===== config.mk =====
export PLATFORM = sky130hd
export DESIGN_NAME = cross3_seq
export DESIGN_NICKNAME = d
export VERILOG_FILES = /design/src/rtl/cross3_pkg.sv /design/src/rtl/cross3_mul.sv /design/src/rtl/cross3_seq.sv
export SDC_FILE = /design/constraint.sdc
export NUM_CORES = 1
export LEC_CHECK = 0
export CAP_MARGIN = 40
export CORE_ASPECT_RATIO = 0.6
export CORE_UTILIZATION = 40
export DETAILED_ROUTE_END_ITERATION = 8
export HOLD_SLACK_MARGIN = 0.15
export PLACE_DENSITY = 0.7
export RECOVER_POWER = 25
export SLEW_MARGIN = 20
export SYNTH_ARGS = -nofsm -noshare
export SYNTH_HDL_FRONTEND = slang
export SYNTH_SLANG_ARGS = --single-unit

===== constraint.sdc =====
create_clock -name clk -period 15.45 [get_ports clk]
set_input_delay 3.09 -clock clk [delete_from_list [all_inputs] [get_ports clk]]
set_output_delay 3.09 -clock clk [all_outputs]
set_load 0.03 [all_outputs]

===== src/rtl/cross3_pkg.sv =====
// Shared types and the six-step multiply/accumulate schedule for cross3_seq.
package cross3_pkg;

  localparam int DEF_DW = 8;

  typedef enum logic [1:0] {IDLE, CALC, DONE} state_t;
  typedef enum logic [1:0] {COMP_X = 2'd0, COMP_Y = 2'd1, COMP_Z = 2'd2} comp_t;
  typedef logic [2:0] step_t;

  typedef struct packed {
    comp_t sel_a;
    comp_t sel_b;
    comp_t dest;
    logic  sub;
  } sched_t;

  // Even steps seed a component with the first product; odd steps subtract the second.
  function automatic sched_t sched(input step_t s);
    sched_t r;
    r = '{sel_a: COMP_X, sel_b: COMP_X, dest: COMP_X, sub: 1'b0};
    case (s)
      3'd0: r = '{sel_a: COMP_Y, sel_b: COMP_Z, dest: COMP_X, sub: 1'b0};
      3'd1: r = '{sel_a: COMP_Z, sel_b: COMP_Y, dest: COMP_X, sub: 1'b1};
      3'd2: r = '{sel_a: COMP_Z, sel_b: COMP_X, dest: COMP_Y, sub: 1'b0};
      3'd3: r = '{sel_a: COMP_X, sel_b: COMP_Z, dest: COMP_Y, sub: 1'b1};
      3'd4: r = '{sel_a: COMP_X, sel_b: COMP_Y, dest: COMP_Z, sub: 1'b0};
      3'd5: r = '{sel_a: COMP_Y, sel_b: COMP_X, dest: COMP_Z, sub: 1'b1};
      default: ;
    endcase
    return r;
  endfunction

endpackage


===== src/rtl/cross3_mul.sv =====
// Shared signed DWxDW multiplier; CROSS3_PIPE_MUL_EN adds an output register.
module cross3_mul #(
  parameter int DW = 8
) (
`ifdef CROSS3_PIPE_MUL_EN
  input  logic                   clk,
  input  logic                   rst_n,
`endif
  input  logic signed [DW-1:0]   a,
  input  logic signed [DW-1:0]   b,
  output logic signed [2*DW-1:0] p
);

  logic signed [2*DW-1:0] prod;

  assign prod = (2*DW)'(a) * (2*DW)'(b);

`ifdef CROSS3_PIPE_MUL_EN
  always_ff @(posedge clk or negedge rst_n) begin
    if (!rst_n) p <= '0;
    else        p <= prod;
  end
`else
  assign p = prod;
`endif

endmodule


===== src/rtl/cross3_seq.sv =====
// Sequenced 3-D signed cross product c = a x b using one shared multiplier.
// Optional macro CROSS3_PIPE_MUL_EN registers the product, adding one CALC cycle.
module cross3_seq
  import cross3_pkg::*;
#(
  parameter int DW = DEF_DW
) (
  input  logic                   clk,
  input  logic                   rst_n,
  input  logic                   in_valid,
  output logic                   in_ready,
  input  logic signed [DW-1:0]   a_x,
  input  logic signed [DW-1:0]   a_y,
  input  logic signed [DW-1:0]   a_z,
  input  logic signed [DW-1:0]   b_x,
  input  logic signed [DW-1:0]   b_y,
  input  logic signed [DW-1:0]   b_z,
  output logic                   out_valid,
  input  logic                   out_ready,
  output logic signed [2*DW-1:0] c_x,
  output logic signed [2*DW-1:0] c_y,
  output logic signed [2*DW-1:0] c_z,
  output logic                   busy
);

`ifdef CROSS3_PIPE_MUL_EN
  localparam step_t LAST_STEP = 3'd6;
`else
  localparam step_t LAST_STEP = 3'd5;
`endif

  state_t state, state_d;
  step_t  step, step_d;
  logic   in_ready_d, out_valid_d;
  logic   accept, acc_en;
  sched_t issue_s, acc_s;

  logic signed [DW-1:0]   a_q [3];
  logic signed [DW-1:0]   b_q [3];
  logic signed [2*DW-1:0] c_q [3];
  logic signed [DW-1:0]   mul_a, mul_b;
  logic signed [2*DW-1:0] prod;

  assign accept = (state == IDLE) && in_valid && in_ready;
  assign busy   = (state != IDLE);

  always_ff @(posedge clk or negedge rst_n) begin
    if (!rst_n) begin
      state     <= IDLE;
      step      <= '0;
      in_ready  <= 1'b0;
      out_valid <= 1'b0;
    end else begin
      state     <= state_d;
      step      <= step_d;
      in_ready  <= in_ready_d;
      out_valid <= out_valid_d;
    end
  end

  always_comb begin
    state_d     = state;
    step_d      = step;
    in_ready_d  = in_ready;
    out_valid_d = out_valid;
    case (state)
      IDLE: begin
        in_ready_d = 1'b1;
        if (in_valid && in_ready) begin
          in_ready_d = 1'b0;
          step_d     = '0;
          state_d    = CALC;
        end
      end
      CALC: begin
        step_d = step + 3'd1;
        if (step == LAST_STEP) begin
          state_d     = DONE;
          out_valid_d = 1'b1;
        end
      end
      DONE: begin
        if (out_valid && out_ready) begin
          out_valid_d = 1'b0;
          in_ready_d  = 1'b1;
          state_d     = IDLE;
        end
      end
      default: state_d = IDLE;
    endcase
  end

  // With the product register, accumulation trails the issued multiply by one step.
  assign issue_s = sched(step);
`ifdef CROSS3_PIPE_MUL_EN
  assign acc_s  = sched(step - 3'd1);
  assign acc_en = (step != 3'd0);
`else
  assign acc_s  = issue_s;
  assign acc_en = 1'b1;
`endif

  assign mul_a = a_q[issue_s.sel_a];
  assign mul_b = b_q[issue_s.sel_b];

  cross3_mul #(.DW(DW)) u_mul (
`ifdef CROSS3_PIPE_MUL_EN
    .clk   (clk),
    .rst_n (rst_n),
`endif
    .a     (mul_a),
    .b     (mul_b),
    .p     (prod)
  );

  always_ff @(posedge clk or negedge rst_n) begin
    if (!rst_n) begin
      for (int i = 0; i < 3; i++) begin
        a_q[i] <= '0;
        b_q[i] <= '0;
        c_q[i] <= '0;
      end
    end else begin
      if (accept) begin
        a_q[0] <= a_x;
        a_q[1] <= a_y;
        a_q[2] <= a_z;
        b_q[0] <= b_x;
        b_q[1] <= b_y;
        b_q[2] <= b_z;
      end
      if (state == CALC && acc_en)
        c_q[acc_s.dest] <= acc_s.sub ? (c_q[acc_s.dest] - prod) : prod;
    end
  end

  assign c_x = c_q[0];
  assign c_y = c_q[1];
  assign c_z = c_q[2];

endmodule


Routed clock nets over the placement:
The bar under the picture is 50 um long.
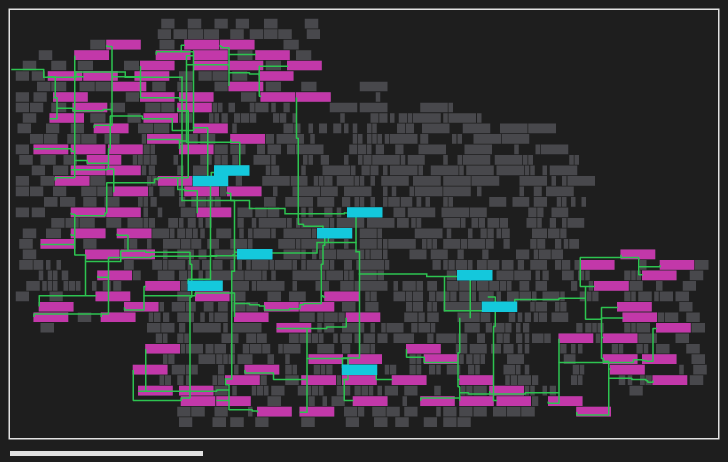
[flip-flops] magenta | count: 103
[clock-net drivers] cyan | count: 9
[clock wires] green | length: 1,650 um
routed clock nets: 10
Post-Route Skew: 0.0241 ns
source-to-sink clock delay at the later pin of the worst-skew pair: 0.37 ns

Signal wires on met2:
Cells faint in the background.
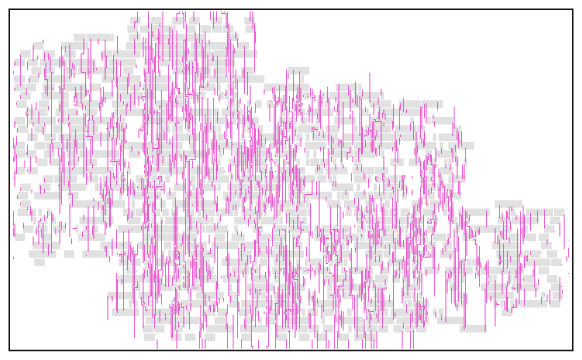
nets with wire on the layer: 903
share of all routed wire: 40%
wire length on this layer: 7,630 um

==> run summary <==
Observations from the implementation run.

Hold path:
- The endpoint of the worst hold path is reported as b_q[2]$_DFFE_PN0P_.
- For the worst min-delay path, the startpoint reported by OpenROAD is b_q[2]$_DFFE_PN0P_.
- The tightest min-delay check is of the reg -> reg type.

Yosys:
- The cell-mix breakdown from Yosys lists the compound-gate area share as 12.5%.
- Of all cell types, the one taking the most synthesized area is sky130_fd_sc_hd__dfrtp_1.
- The run puts the portion of the post-synthesis area used by sequential elements at 32.6%.
- The run puts the xor/xnor cell area share of the yosys netlist at 2.88%.
- The run gives the instance count of the mapped netlist as 829.
- Ranked by total cell area, the synthesized netlist is headed by sky130_fd_sc_hd__dfrtp_1, sky130_fd_sc_hd__fa_1, sky130_fd_sc_hd__ha_1.
- The run gives the top logic cell family in the synthesized netlist as adder cells.
- The run puts the synthesized chip area reported by yosys at 0.00792 mm2.
- During synthesis, Yosys emitted a total of 0 warnings.

Setup path:
- The kind of cell with the highest combined delay along the critical path is adder cells.
- The critical path crosses 28 cells after its start point.
- For this run, the slowest stage of the critical path takes 0.76 ns.
- The run gives the kind of launch point of the worst setup path as a flip-flop.
- For the worst reg-to-reg path, the startpoint reported by OpenROAD is step[0]$_DFFE_PN0P_.
- The run gives the capture point of the worst reg-to-reg path as c_x[15]$_DFFE_PN0P_.
- The worst setup path is captured at a flip-flop.

Final timing:
- The run puts the number of failing hold endpoints at the final stage at 0.
- In the post-route analysis, the smallest setup slack over all paths is 7.09 ns.
- The run puts the final period demand of the worst path at 8.36 ns.
- The run gives the count of pins over their slew limit as 160.
- After routing, the total negative slack on setup checks comes to 0 ns.
- The run puts the worst hold slack at 0.515 ns.
- The run puts the post-route fraction of the period consumed by the critical path at 54.1%.

Layout:
- The registers reported with the highest flop counts are a_q (24), b_q (24).
- The run gives the total of plain and repair buffers excluding clock buffers as 111.
- The run puts the final-layout clock buffer total at 9.
- Leaving out fill and tap cells, the most frequent cell in the layout is sky130_fd_sc_hd__dfrtp_1.
- The run gives the relative area of non-clock buffer cells in the final design as 11.5%.
- The run puts the share of the final layout cell area in sequential cells at 27.0%.
- The run gives the net count reported at finish as 1,078.
- The run puts the number of inserted diodes at 0.

Place:
- Including well taps, the total number of placed cells is 1,176.
- The run gives the number of buffers inserted by port buffering as 102.
- The run gives the placement-stage worst setup slack as 7.41 ns.
- The run puts the detailed-placement wirelength estimate at 14.9 mm.

Clocking:
- The run puts the number of instances resized during post-cts repair at 0.

Flow run:
- The number of maximum-capacitance violations recorded for the run is 3.

Global routing:
- The run gives the first-pass GRT wire length as 31.3 mm.
- The number of antenna violations at the first check in global routing was 0.
- The run gives the via count of the first global-routing pass as 5,950.

Detailed routing:
- In the routed design, unresolved DRC markers number 0.

Die:
- The run gives the chip width as 184 um.
- The run puts the starting utilization of the core area at 41.3%.
- The run puts the y dimension of the die at 111 um.

Run status:
- The flow ran to the end, but the final reports show violations.
- The checks that failed: capacitance limit, slew limit.
Routing congestion:
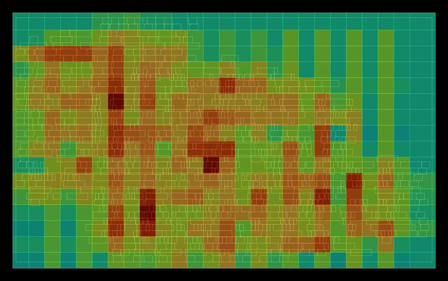
met3 layer usage reported by global route: 4.04%
mean routed wirelength per cell: 16.0 um
GRT met1 Usage: 31.2%

